**src/rtl/pwm_capture.sv**
```systemverilog
// pwm_capture: measures high/low phase widths of an asynchronous PWM input and flags a stuck line.
// Optional deglitch filter on the synchronized level: define PWM_CAPTURE_DEGLITCH_EN.
module pwm_capture #(
   parameter int unsigned CNT_W      = 28,
   parameter int unsigned SHIFT      = 24,
   parameter int unsigned TIMEOUT    = (1 << 28) - 1,
   parameter int unsigned GLITCH_CYC = 3
) (
   input  logic             clk,
   input  logic             reset,
   input  logic             pwm_in,
   output logic [CNT_W-1:0] high_width,
   output logic [CNT_W-1:0] low_width,
   output logic [3:0]       duty_code,
   output logic             valid,
   output logic             stuck
);

   typedef enum logic [1:0] {ACQUIRE, HIGH, LOW} state_t;

   localparam logic [CNT_W-1:0] CNT_MAX = CNT_W'(TIMEOUT - 1);
`ifdef PWM_CAPTURE_DEGLITCH_EN
   localparam logic [2:0] PRIME = 3'd4;
`else
   localparam logic [2:0] PRIME = 3'd3;
`endif

   if (TIMEOUT == 0 || 64'(TIMEOUT) >= (64'd1 << CNT_W)) begin : g_bad_timeout
      $error("pwm_capture: TIMEOUT must be in 1 .. 2**CNT_W-1");
   end
   if (GLITCH_CYC == 0) begin : g_bad_glitch
      $error("pwm_capture: GLITCH_CYC must be at least 1");
   end

   logic       s1, s, prev, lvl;
   logic [2:0] fill;
   logic       primed, rise, fall;

   // Reset values in the synchronizer are not pin samples; edges are masked until
   // prev holds a real sample, so a line already high at release is not a rise.
   assign primed = (fill == PRIME);
   assign rise   = primed &  lvl & ~prev;
   assign fall   = primed & ~lvl &  prev;

   always_ff @(posedge clk or posedge reset) begin
      if (reset) begin
         s1   <= 1'b0;
         s    <= 1'b0;
         prev <= 1'b0;
         fill <= '0;
      end else begin
         s1   <= pwm_in;
         s    <= s1;
         prev <= lvl;
         if (!primed) fill <= fill + 3'd1;
      end
   end

`ifdef PWM_CAPTURE_DEGLITCH_EN
   localparam int unsigned GW = (GLITCH_CYC > 1) ? $clog2(GLITCH_CYC) : 1;
   logic [GW-1:0] gcnt;

   always_ff @(posedge clk or posedge reset) begin
      if (reset) begin
         lvl  <= 1'b0;
         gcnt <= '0;
      end else if (!primed) begin
         lvl  <= s;
         gcnt <= '0;
      end else if (s == lvl) begin
         gcnt <= '0;
      end else if (gcnt == GW'(GLITCH_CYC - 1)) begin
         lvl  <= s;
         gcnt <= '0;
      end else begin
         gcnt <= gcnt + GW'(1);
      end
   end
`else
   assign lvl = s;
`endif

   function automatic logic [3:0] duty_of(input logic [CNT_W-1:0] w);
      logic [CNT_W-1:0] q;
      q = (w - CNT_W'(1)) >> SHIFT;
      return (|(q >> 4)) ? 4'hF : q[3:0];
   endfunction

   state_t           state;
   logic [CNT_W-1:0] cnt;
   logic [CNT_W-1:0] pending;

   always_ff @(posedge clk or posedge reset) begin
      if (reset) begin
         state      <= ACQUIRE;
         cnt        <= '0;
         pending    <= '0;
         high_width <= '0;
         low_width  <= '0;
         duty_code  <= '0;
         valid      <= 1'b0;
         stuck      <= 1'b0;
      end else begin
         valid <= 1'b0;

         if (rise || fall)        cnt <= '0;
         else if (cnt != CNT_MAX) cnt <= cnt + CNT_W'(1);

         // An edge in the same cycle as the timeout wins.
         if (!(rise || fall) && cnt == CNT_MAX) begin
            stuck <= 1'b1;
            state <= ACQUIRE;
         end else begin
            case (state)
               ACQUIRE: if (rise) state <= HIGH;
               HIGH: begin
                  if (fall) begin
                     pending <= cnt + CNT_W'(1);
                     state   <= LOW;
                  end
               end
               LOW: begin
                  if (rise) begin
                     high_width <= pending;
                     low_width  <= cnt + CNT_W'(1);
                     duty_code  <= duty_of(pending);
                     valid      <= 1'b1;
                     stuck      <= 1'b0;
                     state      <= HIGH;
                  end
               end
               default: state <= ACQUIRE;
            endcase
         end
      end
   end

endmodule

```
**config.mk**
```make
export PLATFORM = sky130hd
export DESIGN_NAME = pwm_capture
export DESIGN_NICKNAME = d
export VERILOG_FILES = /design/src/rtl/pwm_capture.sv
export SDC_FILE = /design/constraint.sdc
export NUM_CORES = 1
export LEC_CHECK = 0
export ABC_CLOCK_PERIOD_IN_PS = 5350
export CELL_PAD_IN_SITES_DETAIL_PLACEMENT = 0
export CELL_PAD_IN_SITES_GLOBAL_PLACEMENT = 1
export CORE_AREA = 4 4 116 118
export CTS_CLUSTER_SIZE = 40
export DETAILED_ROUTE_END_ITERATION = 12
export DIE_AREA = 0 0 120 122
export PLACE_DENSITY = 0.74
export SYNTH_ARGS = -nofsm -noshare
export SYNTH_HDL_FRONTEND = slang
export SYNTH_SLANG_ARGS = --single-unit
```
**constraint.sdc**
```tcl
create_clock -name clk -period 5.35 [get_ports clk]
set_input_delay 0.8025 -clock clk [delete_from_list [all_inputs] [get_ports clk]]
set_output_delay 0.8025 -clock clk [all_outputs]
set_load 0.005 [all_outputs]
```
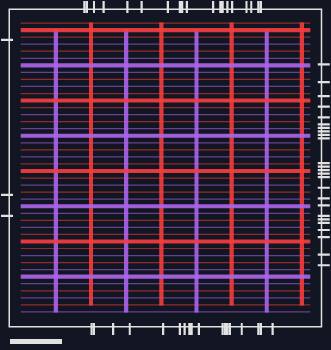
Figure 1: run 1, power grid.
Bar = 20 um. Pins as bars on the die edge.
- VDD: red
- VSS: purple
- met4 straps: 8
- signal pins: 65

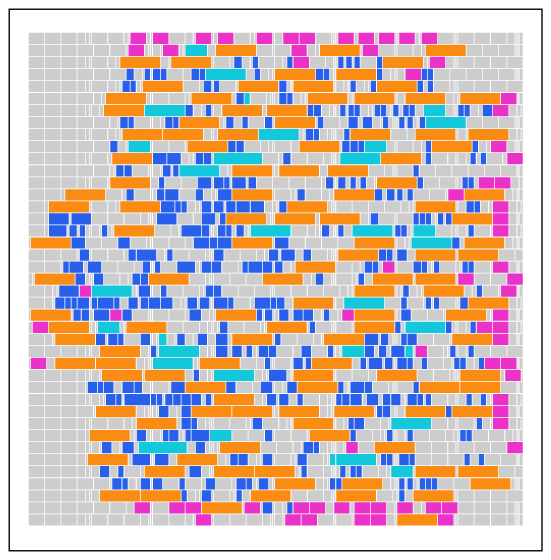
Figure 2: run 1, placed cells, one color a class.
Fill, decap, tap and diode cells in gray.
- remaining logic cells: blue (cells 376)
- remaining buffers and delay cells: magenta (cells 70)
- clock drivers and dummy loads: cyan (cells 32)
- registers: orange (cells 126)

==> flow_metrics.tcl, run 1 <==
# implementation run metrics
set metrics [dict create \
    path_clk_slew_ns 0.06 \
    post-place-ws_ns 2.69 \
    grt_pass1_wl_um 21100 \
    report.final.slew_viol_count 0 \
    hold_class "register to register" \
    critical-path-top-delay-family "buffers and inverters" \
    min_to "lvl" \
    hpwl_um 8680 \
    min_path_cells 0 \
    p_clk_mw 1.19 \
    edf_count 0 \
    ff_count 126 \
    critPathCapture "low_width[17]" \
    path_class "register to register" \
    crit_slowest_cell "buf_4" \
    synthCells 528 \
    seq-power_mw 1.45 \
    cts_tree "yes" \
    common_cells "126 x dfrtp_1, 113 x nand2_1, 48 x nor2_1" \
    status "finished clean" \
    cap_violations 0 \
    r2r_cells 9 \
    nClkBuffers 28 \
    power_frac_comb_pct 21.0 \
    stdcell_area_um2 6670 \
    post_cts_buffers 0 \
    whs_ns 0.363 \
    powerDensity_nw_per_um2 502 \
    drc 0 \
    root_buffer "clkbuf_16" \
    portBuffers 64 \
    buffers 70 \
    hp-start "s1" \
    finalCritPeriodShare_pct 50.0 \
    grt_pass1_vias 3945 \
    intPower_mw 2.44 \
    die_w_um 120 \
    layout_top_cells "126 x dfrtp_1, 113 x nand2_1, 64 x clkdlybuf4s50_1" \
    met1_length_um 6040 \
    ys_ff 126 \
]
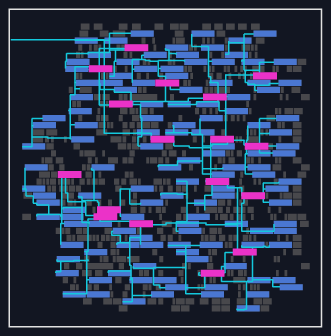
Figure 3: run 1, clock distribution.
- clock wires: cyan (length 1,580 um)
- flip-flops: blue (count 126)
- clock-net drivers: magenta (count 17)
- routed clock nets: 18
- flops lie: all over the die

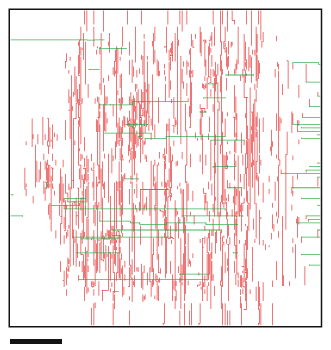
Figure 4: run 1, metal layers overlaid.
Bar = 20 um. Only two layers are drawn.
- M2: red (wire length 5,890 um)
- M3: green (wire length 714 um)

-- run 1: cells by family (layout without fill, tap and decap cells) --
kind of cell | count (synthesis) | in the layout | share of synthesized area [%]
AND-OR/OR-AND | 112 | 112 | 12.7
XOR/XNOR | 17 | 17 | 2.85
AND/OR/NAND/NOR | 230 | 230 | 20.1
flip-flops | 126 | 126 | 60.3
buffers and inverters | 38 | 114 | 2.87
multiplexers | 1 | 1 | 0.215
adder cells (fa/ha/maj) | 4 | 4 | 0.957
-- run 1: layer usage --
| layer | GRT usage (%) | vias to the layer above |
|---|---|---|
| met4 | 6.80 | 0 |
| met3 | 5.01 | 13 |
| li1 | - | 1974 |
| met2 | 27.7 | 90 |
| met1 | 26.2 | 2027 |
| met5 | 0 | - |
## Run 2: what changed since run 1
ABC_CLOCK_PERIOD_IN_PS = 2700   (was 5350)
clock period = 2.7 ns   (was 5.35 ns; I/O delays follow)
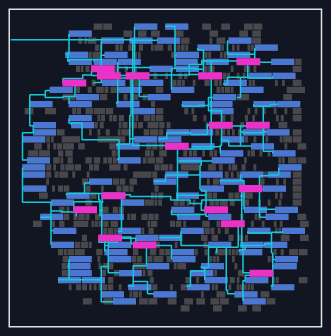
Figure 5: run 2, clock distribution.
- flip-flops: blue (count 126)
- clock-net drivers: magenta (count 17)
- clock wires: cyan (length 1,550 um)
- flops lie: all over the die

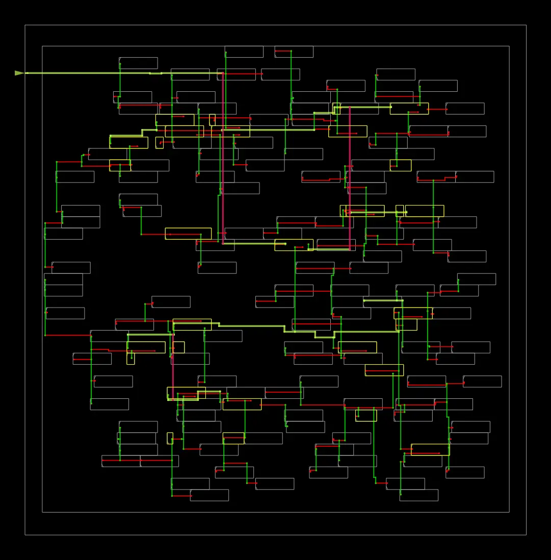
Figure 6: run 2, clock routing.
CTS buffer count: 17
skew final: 0.00740 ns

==> run 2 against run 1 <==
Effect of this change:
- area after synthesis unchanged
- hold slack got worse by 0.014 ns
- largest power group unchanged
- critical endpoint is now duty_code[3]
- final cell count increased by 0.77%
- global-route usage increased by 0.53 points
==> flow_metrics.tcl, run 2 <==
# implementation run metrics
set metrics [dict create \
    post-place-ws_ns 0.497 \
    hpwl_um 9020 \
    cap_violations 0 \
    period_minus_slack_ns 2.22 \
    grtUsageMet1_pct 26.7 \
    layout_top_cells "126 x dfrtp_1, 113 x nand2_1, 64 x clkdlybuf4s50_1" \
    grt_pass1_wl_um 21900 \
    tns_ns 0 \
    crit_slowest_cell "nor4b_1" \
    rrSetupSlack_ns 0.48 \
    cp-startpoint "fill[0]" \
    min_to "lvl" \
    crit_arrival_ns 2.57 \
    use_met2_pct 29.6 \
    r2r_cells 7 \
    min_path_cells 0 \
    seq_area_um2 3150 \
    critical-path-top-delay-family "simple AND/OR/NAND/NOR gates" \
    synth_top_area_share_pct 60.3 \
    finalCritPeriodShare_pct 82.4 \
    max_stage_delay_ns 0.42 \
    wl_met3_um 591 \
    cts_tree "yes" \
    die_w_um 120 \
    whs_ns 0.348 \
    boundaryPins 65 \
    logic_gate_count 364 \
    drc 0 \
    common_cells "126 x dfrtp_1, 113 x nand2_1, 48 x nor2_1" \
    yosysMostFrequentCell "dfrtp_1" \
    met1_length_um 6050 \
    crit_top_cell "ha_1" \
    warnings 27 \
    yosys-stat-area_um2 5230 \
    dominant_cells "sequential cells" \
    clk_share_pct 8.39 \
    highest_layer "met4" \
    path_cells "ha_1, ha_1, nor2b_1, nand3_2, buf_4, nor4b_1, a211o_1" \
    synth_area_um2 5230 \
    ff_count 126 \
    syn_nets 535 \
    path_class "register to register" \
    cts_buffer_depth 2 \
    path_buffers 1 \
    root_buffer "clkbuf_16" \
    taps 172 \
    mostFrequentLayoutCell "dfrtp_1" \
    hold_class "register to register" \
    report.final.slew_viol_count 0 \
    comb_area_share_pct 28.9 \
    buf_share_pct 11.8 \
    die.size.y_um 122 \
    powerDensity_nw_per_um2 959 \
    path_clk_slew_ns 0.05 \
    ys_ff 126 \
    drtIter0Drc 322 \
    vias_per_cell 5.23 \
    portBuffers 64 \
    holdBufCountCts 0 \
    buffers 77 \
    ys_seq_share_pct 60.3 \
    grt_pass1_vias 4150 \
    grt_busiest_layer "met2" \
    ys_types 43 \
    critPathCapture "duty_code[3]" \
    dr.pass1.iters 4 \
    edf_count 0 \
    postRouteAntennaNets 0 \
    hp-start "s1" \
    post_cts_buffers 0 \
    synthCells 528 \
    antenna_cells 0 \
    met2_length_um 5990 \
    status "finished clean" \
    grt_start_max_net_pins 67 \
    antenna_found_initial 0 \
    synth_top_cell_by_area "dfrtp_1" \
    nClkBuffers 25 \
    grt_util_met3_pct 5.43 \
    hold_violations 0 \
    vias 4090 \
    async_reset_ff_share_pct 100 \
    core_area_um2 12500 \
    fin_nets 605 \
    gp_congestion 0.836 \
    ctsResizeCount 0 \
]
## run 2: cell counts after synthesis
No cell type changed its count.
## run 2: stage by stage
stage | utilization [%] | area [um2]
2_1_floorplan | - | 5240
3_3_place_gp | 49.3 | 6140
3_5_place_dp | 49.3 | 6140
4_1_cts | 53.8 | 6710
5_1_grt | 53.8 | 6710
6_report | 53.8 | 6710
## run 2: logic make-up (layout without fill, tap and decap cells)
logic type / Yosys count / in the layout / synth area share, %
xor+xnor: 17 / 17 / 2.85
mux: 1 / 1 / 0.215
compound gates: 112 / 112 / 12.7
simple gates: 230 / 230 / 20.1
fa+ha+maj: 4 / 4 / 0.957
flops: 126 / 126 / 60.3
buf+inv: 38 / 120 / 2.87
## run 2: report_power, final
part,internal [mW],switching (mW)
Sequential,2.44,0.440
Clock,1.38,0.767
Combinational,0.842,0.569
## Run 3: what changed since run 2
ABC_CLOCK_PERIOD_IN_PS = 2200   (was 2700)
clock period = 2.2 ns   (was 2.7 ns; I/O delays follow)
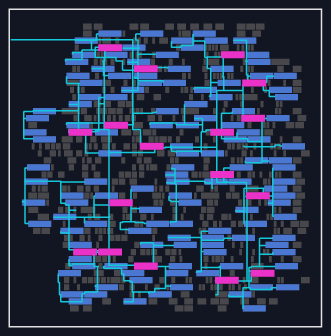
Figure 7: run 3, clock distribution.
- clock wires: cyan (length 1,560 um)
- flip-flops: blue (count 126)
- clock-net drivers: magenta (count 17)
- routed clock nets: 18
- flops lie: all over the die

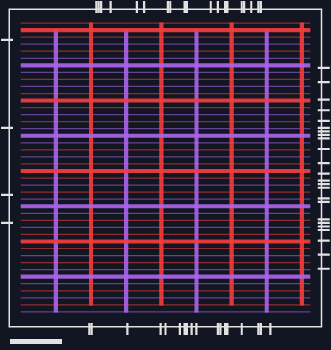
Figure 8: run 3, power grid.
Bar = 20 um. Pins as bars on the die edge.
- VDD: red
- VSS: purple
- rows: 41
- met4 straps: 8
- met5 straps: 8
- met1 rails: 42
- signal pins: 65

==> run 3 against run 2 <==
Effect of this change:
- critical path depth is 3 lower
- die area stayed put
- hold slack better by 0.0035 ns
- critical endpoint is now low_width[25]
- final cell count is 1.9% higher
- register-to-register slack worse by 0.43 ns
- sequential power is 23% higher
- utilization is 0.77 points higher
- largest power group unchanged
- total power is 22% higher
- fmax is 3.4% higher
- worst setup slack worse by 0.43 ns
==> flow_metrics.tcl, run 3 <==
# implementation run metrics
set metrics [dict create \
    status "finished clean" \
    die_w_um 120 \
    ctsResizeCount 0 \
    cts_inserted_buffers 17 \
    synth_area_um2 5230 \
    clk_share_pct 7.96 \
    portBuffers 64 \
    cp-startpoint "cnt[1]" \
    post_cts_buffers 0 \
    r2r_cells 4 \
    ys_sh_simple_pct 20.1 \
    logic_gate_count 364 \
    mostFrequentLayoutCell "dfrtp_1" \
    rrSetupSlack_ns 0.05 \
    critPathCapture "low_width[25]" \
    syn_nets 535 \
    grt_pass1_wl_um 21400 \
    die.size.y_um 122 \
    vias 4192 \
    rsz0062_at_grt "no" \
    wl_met3_um 497 \
    vias_per_cell 5.26 \
    adder_share_pct 0.956 \
    dr.pass1.iters 5 \
    synth_top_area_share_pct 60.3 \
    seq_area_um2 3150 \
    antenna_cells 0 \
    mux_share_pct 0.215 \
    grt_util_met3_pct 4.13 \
    layout_top_cells "126 x dfrtp_1, 113 x nand2_1, 64 x clkdlybuf4s50_1" \
    use_met2_pct 27.9 \
    xor_area_share_pct 2.85 \
    grt_busiest_layer "met2" \
    common_cells "126 x dfrtp_1, 113 x nand2_1, 48 x nor2_1" \
    edf_count 0 \
    ys_types 43 \
    cts_buffer_depth 2 \
    grt_pass1_vias 4026 \
    cts_tree "yes" \
    highest_layer "met4" \
    dominant_cells "sequential cells" \
    p_leak_nw 2.90 \
    crit_slowest_cell "or4_4" \
    report.final.slew_viol_count 0 \
    powerDensity_nw_per_um2 1150 \
    path_cells "nand2_1, or4_4, or4_4, a31oi_1" \
    nClkBuffers 26 \
    yosysMostFrequentCell "dfrtp_1" \
    drc 0 \
    drtIter0Drc 368 \
    comb_area_share_pct 28.5 \
    fin_nets 619 \
    yosys-stat-area_um2 5230 \
    ff_count 126 \
    grt_start_max_net_pins 41 \
    whs_ns 0.352 \
    crit_arrival_ns 2.47 \
    gp_congestion 0.870 \
    ys_seq_share_pct 60.3 \
    async_reset_ff_share_pct 100 \
    met1_length_um 6210 \
    boundaryPins 65 \
    met2_length_um 5980 \
    finish.utilization_pct 54.6 \
    grtUsageMet1_pct 27.0 \
    antenna_found_initial 0 \
    core_area_um2 12500 \
    cap_violations 0 \
    path_clk_slew_ns 0.05 \
    finalCritPeriodShare_pct 97.8 \
    ys_ff 126 \
    tns_ns 0 \
    synthCells 528 \
    path_buffers 0 \
    buffers 91 \
    buf_share_pct 13.3 \
    taps 172 \
    hpwl_um 9190 \
    root_buffer "clkbuf_16" \
    postRouteAntennaNets 0 \
]
-- run 3: report_power, final --
group	internal (mW)	leakage (nW)	switching (mW)	total (mW)
registers	2.99	1.62	0.549	3.54
logic	1.05	1.02	0.697	1.75
clock network	1.58	0.270	0.955	2.53
-- run 3: stage by stage --
| stage | power [mW] | worst slack (ns) | area, um2 |
|---|---|---|---|
| 6_report | 7.82 | 0.0485 | 6800 |
| 5_1_grt | 8.27 | 0.00144 | 6800 |
| 4_1_cts | 7.90 | 0.0672 | 6800 |
| 3_5_place_dp | 5.35 | 0.0905 | 6260 |
| 3_3_place_gp | 5.30 | 0.166 | 6260 |
| 2_1_floorplan | 4.17 | 0.117 | 5240 |
No activity file was given, so power comes from the tool's default toggle rates.
